===== config.mk =====
export PLATFORM = sky130hd
export DESIGN_NAME = vram_arbiter
export DESIGN_NICKNAME = d
export VERILOG_FILES = /design/src/rtl/vram_arbiter.sv
export SDC_FILE = /design/constraint.sdc
export NUM_CORES = 1
export LEC_CHECK = 0
export CAP_MARGIN = 20
export CORE_MARGIN = 4
export CORE_UTILIZATION = 40
export DETAILED_ROUTE_END_ITERATION = 10
export SYNTH_ARGS = -nofsm -noshare
export SYNTH_HDL_FRONTEND = slang
export SYNTH_SLANG_ARGS = --single-unit

===== constraint.sdc =====
create_clock -name vga_clk -period 11.4 [get_ports vga_clk]
set_input_delay 2.28 -clock vga_clk [delete_from_list [all_inputs] [get_ports vga_clk]]
set_output_delay 2.28 -clock vga_clk [all_outputs]
set_load 0.01 [all_outputs]

===== src/rtl/vram_arbiter.sv =====
// Pixel RAM arbiter: VGA reads win, buffered pixel writes and a clear-screen
// fill engine share the remaining (rdn high) cycles, fill taking precedence.
module vram_arbiter #(
   parameter int unsigned FIFO_DEPTH = 4,
   parameter int unsigned ROWS       = 480,
   parameter int unsigned COLS       = 640
) (
   input  logic        vga_clk,
   input  logic        clrn,
   input  logic        rdn,
   input  logic [8:0]  row_addr,
   input  logic [9:0]  col_addr,
   output logic [11:0] d_out,
   input  logic        wr_req,
   input  logic [8:0]  wr_row,
   input  logic [9:0]  wr_col,
   input  logic [11:0] wr_data,
   output logic        wr_ready,
   input  logic        fill_start,
   input  logic [11:0] fill_color,
   output logic        fill_busy,
   output logic [18:0] mem_addr,
   output logic        mem_we,
   output logic [11:0] mem_wdata,
   input  logic [11:0] mem_rdata
);

   localparam int unsigned AW       = $clog2(FIFO_DEPTH);
   localparam logic [8:0]  ROW_LAST = 9'(ROWS - 1);
   localparam logic [9:0]  COL_LAST = 10'(COLS - 1);

   typedef enum logic {
      S_IDLE,
      S_FILL
   } fill_state_e;

   fill_state_e state_q;
   logic [8:0]  fill_row_q;
   logic [9:0]  fill_col_q;
   logic [11:0] fill_color_q;
   logic        fill_busy_q;

   // Entry layout: {row[8:0], col[9:0], data[11:0]}
   logic [30:0] fifo_q [FIFO_DEPTH];
   logic [AW:0] wr_ptr_q, wr_ptr_d;
   logic [AW:0] rd_ptr_q, rd_ptr_d;
   logic [30:0] fifo_head;
   logic        fifo_empty;
   logic        fifo_full;
   logic        push;
   logic        pop;
   logic        issue_fill;

   assign fifo_empty = (wr_ptr_q == rd_ptr_q);
   assign fifo_full  = (wr_ptr_q[AW] != rd_ptr_q[AW]) &&
                       (wr_ptr_q[AW-1:0] == rd_ptr_q[AW-1:0]);
   assign fifo_head  = fifo_q[rd_ptr_q[AW-1:0]];

   assign push       = wr_req && !fifo_full;
   assign issue_fill = rdn && (state_q == S_FILL);
   // The FIFO only drains once the fill engine has returned to idle.
   assign pop        = rdn && (state_q == S_IDLE) && !fifo_empty;

   assign wr_ready  = !fifo_full;
   assign fill_busy = fill_busy_q;
   assign d_out     = mem_rdata;

   always_comb begin
      wr_ptr_d = wr_ptr_q + {{AW{1'b0}}, push};
      rd_ptr_d = rd_ptr_q + {{AW{1'b0}}, pop};
   end

   always_comb begin
      mem_we    = 1'b0;
      mem_addr  = {row_addr, col_addr};
      mem_wdata = '0;
      if (issue_fill) begin
         mem_we    = 1'b1;
         mem_addr  = {fill_row_q, fill_col_q};
         mem_wdata = fill_color_q;
      end else if (pop) begin
         mem_we    = 1'b1;
         mem_addr  = fifo_head[30:12];
         mem_wdata = fifo_head[11:0];
      end
   end

   always_ff @(posedge vga_clk) begin
      if (push) begin
         fifo_q[wr_ptr_q[AW-1:0]] <= {wr_row, wr_col, wr_data};
      end
   end

   always_ff @(posedge vga_clk or negedge clrn) begin
      if (!clrn) begin
         wr_ptr_q <= '0;
         rd_ptr_q <= '0;
      end else begin
         wr_ptr_q <= wr_ptr_d;
         rd_ptr_q <= rd_ptr_d;
      end
   end

   always_ff @(posedge vga_clk or negedge clrn) begin
      if (!clrn) begin
         state_q      <= S_IDLE;
         fill_row_q   <= '0;
         fill_col_q   <= '0;
         fill_color_q <= '0;
         fill_busy_q  <= 1'b0;
      end else begin
         case (state_q)
            S_IDLE: begin
               if (fill_start) begin
                  state_q      <= S_FILL;
                  fill_color_q <= fill_color;
                  fill_row_q   <= '0;
                  fill_col_q   <= '0;
                  fill_busy_q  <= 1'b1;
               end
            end
            S_FILL: begin
               if (rdn) begin
                  if (fill_col_q == COL_LAST) begin
                     fill_col_q <= '0;
                     if (fill_row_q == ROW_LAST) begin
                        fill_row_q  <= '0;
                        state_q     <= S_IDLE;
                        fill_busy_q <= 1'b0;
                     end else begin
                        fill_row_q <= fill_row_q + 9'd1;
                     end
                  end else begin
                     fill_col_q <= fill_col_q + 10'd1;
                  end
               end
            end
            default: begin
               state_q     <= S_IDLE;
               fill_busy_q <= 1'b0;
            end
         endcase
      end
   end

endmodule


==> out/results.ini, run 1 <==
[hold_path]
hold-path-cell-count=2
min-delay-start=fill_color_q[9]$_DFFE_PN0P_
hold_critical_path_endpoint=fill_color_q[9]$_DFFE_PN0P_
hold_path_class=flip-flop to flip-flop

[sta]
worst_hold_slack_ns=0.480
worst_clock_skew_ns=0.00915
setup-tns-final_ns=0
setup_viol=0
hold_violations=0

[drt]
wl_met3_um=875
vias_per_cell=5.45
antenna_violating_nets_post_route=0
drc_errors=0

[finish]
seq_share_pct=53.0
non_clock_buffer_count=110
post_route_cells_drive_above_1_share_pct=15.0
max_reg_flops=124
combGateArea_mm2=0.00222
num-clock-buffers=17
fin_util_pct=50.9
areaGrowthSynthToFinish_pct=23.4
stdcell_area_mm2=0.00887
dominant_cells=registers
sh_comb_area_pct=25.0
layoutNonFillerInstCount=806
clock_tree_area_fraction_pct=6.42
fin_nets=654
final_cell_mix=124 x edfxtp_1, 99 x clkdlybuf4s50_1, 72 x nand2_1

[power]
p_leak_nw=3.10
power.combinational.total_uw=264
power_report.internal_total_mw=1.18
ir_worst_vdd_uv=110
cellPowerDensity_mw_per_mm2=182
pwr.group.clock_uw=544

[floorplanning]
die_width_um=142
num_io_pins=125
coreArea_mm2=0.0174
die_h_um=142
initial_utilization_pct=41.2

[clocking]
h-tree-depth=4
tritoncts=done
clk_pin_slew_worst_paths_ns=0.06
tritoncts.num_buffers=17

[synth]
numSynthFlops=163
netlist_area_mm2=0.00718
synthDistinctLibCells=50
asyncSetResetFlopFracSynth_pct=23.9
synth_top_area_share_pct=51.8
topCombFamilyByArea=multiplexers
synth_sequential_area_ratio_pct=65.4
synth-simple-area-share_pct=9.88
synth.yosys.chip_area_mm2=0.00718
yosys-mux-area-fraction_pct=10.0
fa_ha_area_share_pct=1.05
synthAoiAreaFrac_pct=8.31
synthesis.nets=568

[global_routing]
antenna_found_initial=1
globalRouteMet1Util_pct=22.3
top_usage_layer_grt=met2

[place]
detailedPlacementHpwl_um=10900
post-place-cells=774
dp_worst_setup_slack_ns=4.38
gp_congestion=0.871

[run_status]
run_status=finished, final reports clean

[setup_path]
cp.buffers_inverters=3
critical-path-slowest-cell=and2_1
endpoint=mem_addr[9]
timing.critical_path.to_type=primary output

[run]
warnings=26

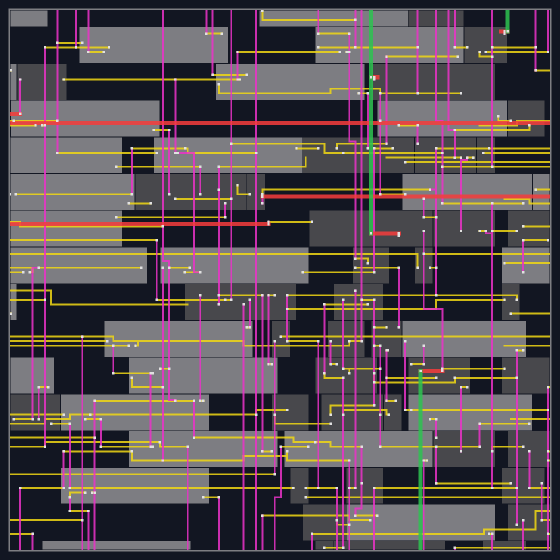
Figure 1: run 1, layout detail.
Window x 51 to 91, y 51 to 91 um. Cells in gray, sequential cells in the stronger gray; small squares are vias.
[M3] red
[M2] magenta
[M1] yellow
[M4] green
most frequent: edfxtp_1 (17), nand2_1 (5), buf_4 (5)
sequential cells in the window: 21
cells with their middle in the window: 53
netlist names of flops here include: fifo_q (17), rd_ptr_q (2), wr_ptr_q (2)

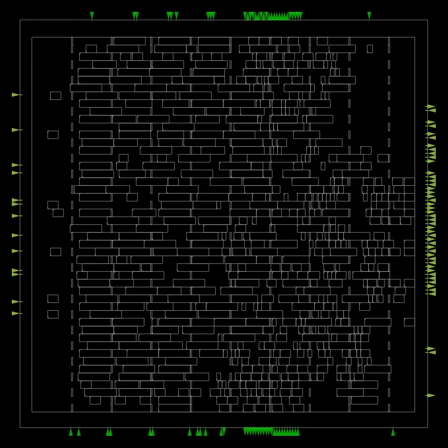
Figure 2: run 1, cell outlines without signal wires.
number of tap cells added at floorplan: 225
registers: 163
filler instances: 1475

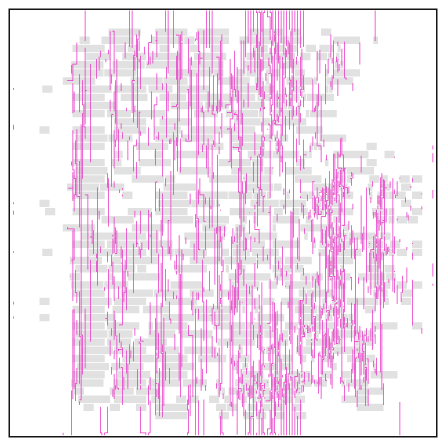
Figure 3: run 1, the metal 2 layer.
Drawn at 3 px/um. Cells faint in the background.
wire length on this layer: 7800 um
main direction: vertical
share of all routed wire: 48%
nets with wire on the layer: 558
Via Count: 4394
global-route track usage on met2: 25.4%

Figure 4. Wiring by layer (run 1).
Drawn at 3 px/um. Only two layers are drawn.
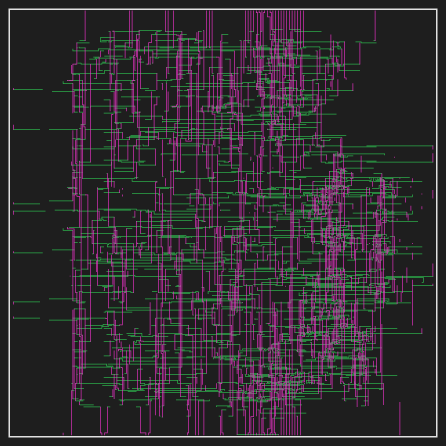

## Run 2: what changed since run 1
--- a/config.mk
+++ b/config.mk
@@ -9,6 +9,7 @@
 export CORE_MARGIN = 4
 export CORE_UTILIZATION = 40
 export DETAILED_ROUTE_END_ITERATION = 10
+export PLACE_DENSITY = 0.66
 export SYNTH_ARGS = -nofsm -noshare
 export SYNTH_HDL_FRONTEND = slang
 export SYNTH_SLANG_ARGS = --single-unit
==> constraint.sdc (replaced) <==
create_clock -name vga_clk -period 5.9 [get_ports vga_clk]
set_input_delay 1.18 -clock vga_clk [delete_from_list [all_inputs] [get_ports vga_clk]]
set_output_delay 1.18 -clock vga_clk [all_outputs]
set_load 0.01 [all_outputs]
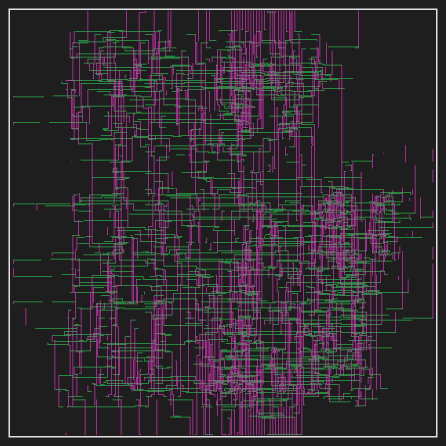
Figure 5: run 2, wiring by layer.
Drawn at 3 px/um. Only two layers are drawn.
[M1] green | wire length: 6940 um
[M2] magenta | wire length: 8430 um
Routed Wire Length: 16500 um
Via Count: 4465
GRT Resource Usage Total: 16.5%
average wire length per cell after detail routing: 20.4 um

==> run 2 against run 1 <==
Effect of this change:
- hold slack about the same
- combinational power up 97%
- first-iteration DRC count up 2.0%
- clock skew up 0.0057 ns
- register-to-register slack worse by 5.8 ns
- setup slack worse by 3.2 ns
- design area up 0.18%
- count of clock-buffer cells in the layout up 1
- non-clock buffer count up 2
- clock power up 91%
- sequential share of layout area down 0.11 points
- critical path type unchanged
- critical endpoint is now mem_addr[1]
==> out/results.ini, run 2 <==
[power]
power.sequential.fraction_pct=49.9
report.power.total_mw=3.12
clock_power_share_pct=33.4
pwr.group.clock_mw=1.04  ; +91%
seq_cell_power_mw=1.56
net-switching-power_uw=858
p_comb_share_pct=16.6
power.combinational.total_uw=519  ; +97%
cellPowerDensity_mw_per_mm2=351  ; +93%
power_report.internal_total_mw=2.26  ; +91%
ir_worst_vdd_uv=216  ; +96%
p_leak_nw=3.10  ; about the same

[floorplanning]
chip_area_mm2=0.0202
tap_cells=225  ; unchanged
die_width_um=142  ; unchanged
coreArea_mm2=0.0174  ; unchanged
num_rows=48
initial_utilization_pct=41.2  ; unchanged
die_h_um=142  ; unchanged
num_io_pins=125  ; unchanged

[setup_path]
critPathTopFamily=buffers and inverters
cp_num_cells=5
cp.buffers_inverters=3  ; unchanged
reg2reg_slack_ns=2.85
cp_common_cell=clkdlybuf4s50_1
worst_setup_path_startpoint=rdn
timing.critical_path.fanout_max=19
timing.critical_path.required_ns=4.72
path_cells=clkdlybuf4s50_1 -> clkinv_1 -> a222oi_1 -> o21ai_0 -> clkdlybuf4s50_1
timing.critical_path.to_type=primary output
endpoint=mem_addr[1]
critical-path-slowest-cell=clkdlybuf4s50_1
worst-r2r-cell-count=4
crit-reg2reg-capture=fill_row_q[3]$_DFFE_PN0P_
regToRegStartpoint=state_q$_DFF_PN0_

[clocking]
tritoncts=done
tritoncts.num_buffers=17  ; unchanged
clock.latency.late_pin_ns=0.42
cts-resized-gates=0
clk_pin_slew_worst_paths_ns=0.06  ; about the same
cts_setup_buffers=0
cts_hold_repair.buffers=0
h-tree-depth=4  ; unchanged
clock_tree.root_cell=clkbuf_16

[place]
dpl_cell_area_mm2=0.00830
numPortBuffers=100
gp_congestion=0.902  ; +3.5%
dp_worst_setup_slack_ns=1.24  ; -3.14 ns
detailedPlacementHpwl_um=11400  ; +4.0%
post-place-cells=776  ; +0.26%

[sta]
setup_viol=0  ; unchanged
worst_hold_slack_ns=0.480  ; +0.000270 ns
grt_setup_unrepaired=false
drv_slew=0
setup_ws_ns=1.22
setup-tns-final_ns=0  ; unchanged
timing_worst_slew_pin_value_ns=1.01
worst_clock_skew_ns=0.0148  ; +0.00566 ns
hold_violations=0  ; unchanged

[finish]
fin_nets=656  ; +0.31%
sh_comb_area_pct=24.9  ; -0.046 points
non_clock_buffer_count=112  ; +1.8%
final.fill_count=1461  ; -0.95%
num-clock-buffers=18  ; +1
fin_util_pct=51.0  ; +0.093 points
areaGrowthSynthToFinish_pct=23.7
area_share_nonclk_buffers_pct=12.3
diodes=0
combGateArea_mm2=0.00222  ; unchanged
comb.multi_input.count=271
max_reg_flops=124  ; unchanged
post_route_cells_drive_above_1_share_pct=15.1  ; +0.094 points
clock_tree_area_fraction_pct=6.40  ; -0.026 points
dominant_cells=registers
seq_share_pct=52.9  ; -0.11 points
area.sequential_mm2=0.00470
layout.non_clock_inverters=6
sequential_cell_total=163  ; unchanged
final_cell_mix=124 x edfxtp_1, 99 x clkdlybuf4s50_1, 72 x nand2_1
layoutNonFillerInstCount=809  ; +0.37%
stdcell_area_mm2=0.00888  ; +0.18%
layout_top_cell_excl_fill_tap=edfxtp_1

[synth]
synth-simple-area-share_pct=9.88  ; unchanged
topCombFamilyByArea=multiplexers
xor_share_pct=1.34
yosysWarningCount=0
fa_ha_area_share_pct=1.05  ; unchanged
synth_cells=483
asyncSetResetFlopFracSynth_pct=23.9  ; unchanged
syn_area_per_cell_um2=14.9
synth.yosys.num_cells=483
synthAoiAreaFrac_pct=8.31  ; unchanged
synthDistinctLibCells=50  ; unchanged
most_popular_library_cell_in_the_synthesized_design_by_count=edfxtp_1
synth.yosys.chip_area_mm2=0.00718  ; unchanged
yosys-mux-area-fraction_pct=10.0  ; unchanged
synthTopCellsByCount=124 x edfxtp_1, 72 x nand2_1, 39 x dfrtp_1, 31 x mux4_2, 24 x o21ai_0
numSynthFlops=163  ; unchanged
synth_top_area_share_pct=51.8  ; unchanged
netlist_top_cells_area=edfxtp_1 52%, dfrtp_1 14%, mux4_2 9.7%, nand2_1 3.8%, a222oi_1 2.5%
synth_sequential_area_ratio_pct=65.4  ; unchanged
edf_count=124
netlist_area_mm2=0.00718  ; unchanged
postSynth.topFlopCell=edfxtp_1
synthesis.nets=568  ; unchanged

[drt]
vias_per_cell=5.52  ; +1.2%
m1WireLength_um=6940
antenna_violating_nets_post_route=0  ; unchanged
wl_met3_um=889  ; +1.6%
drtPass1Iterations=8
drt_iter0_markers=463
dr_wl_met2_um=8430
drc_errors=0  ; unchanged

[hold_path]
hold_critical_path_endpoint=fill_busy$_DFFE_PN0P_
min-delay-start=fill_busy$_DFFE_PN0P_
hold-path-cell-count=1  ; -1
hold_path_class=flip-flop to flip-flop

[run_status]
run_status=finished, final reports clean

[run]
warnings=26  ; unchanged
maxCapViolations=0

[global_routing]
grt_first_pass_wirelength_um=25400
globalRouteMet3Util_pct=3.39
top_usage_layer_grt=met2
grt_use_met2_pct=26.8  ; +1.3 points
antenna_found_initial=1  ; unchanged
gr-total-overflow=0
grt_max_degree=40
globalRouteMet1Util_pct=22.1  ; -0.26 points

Power is estimated from default activity; no workload was simulated.
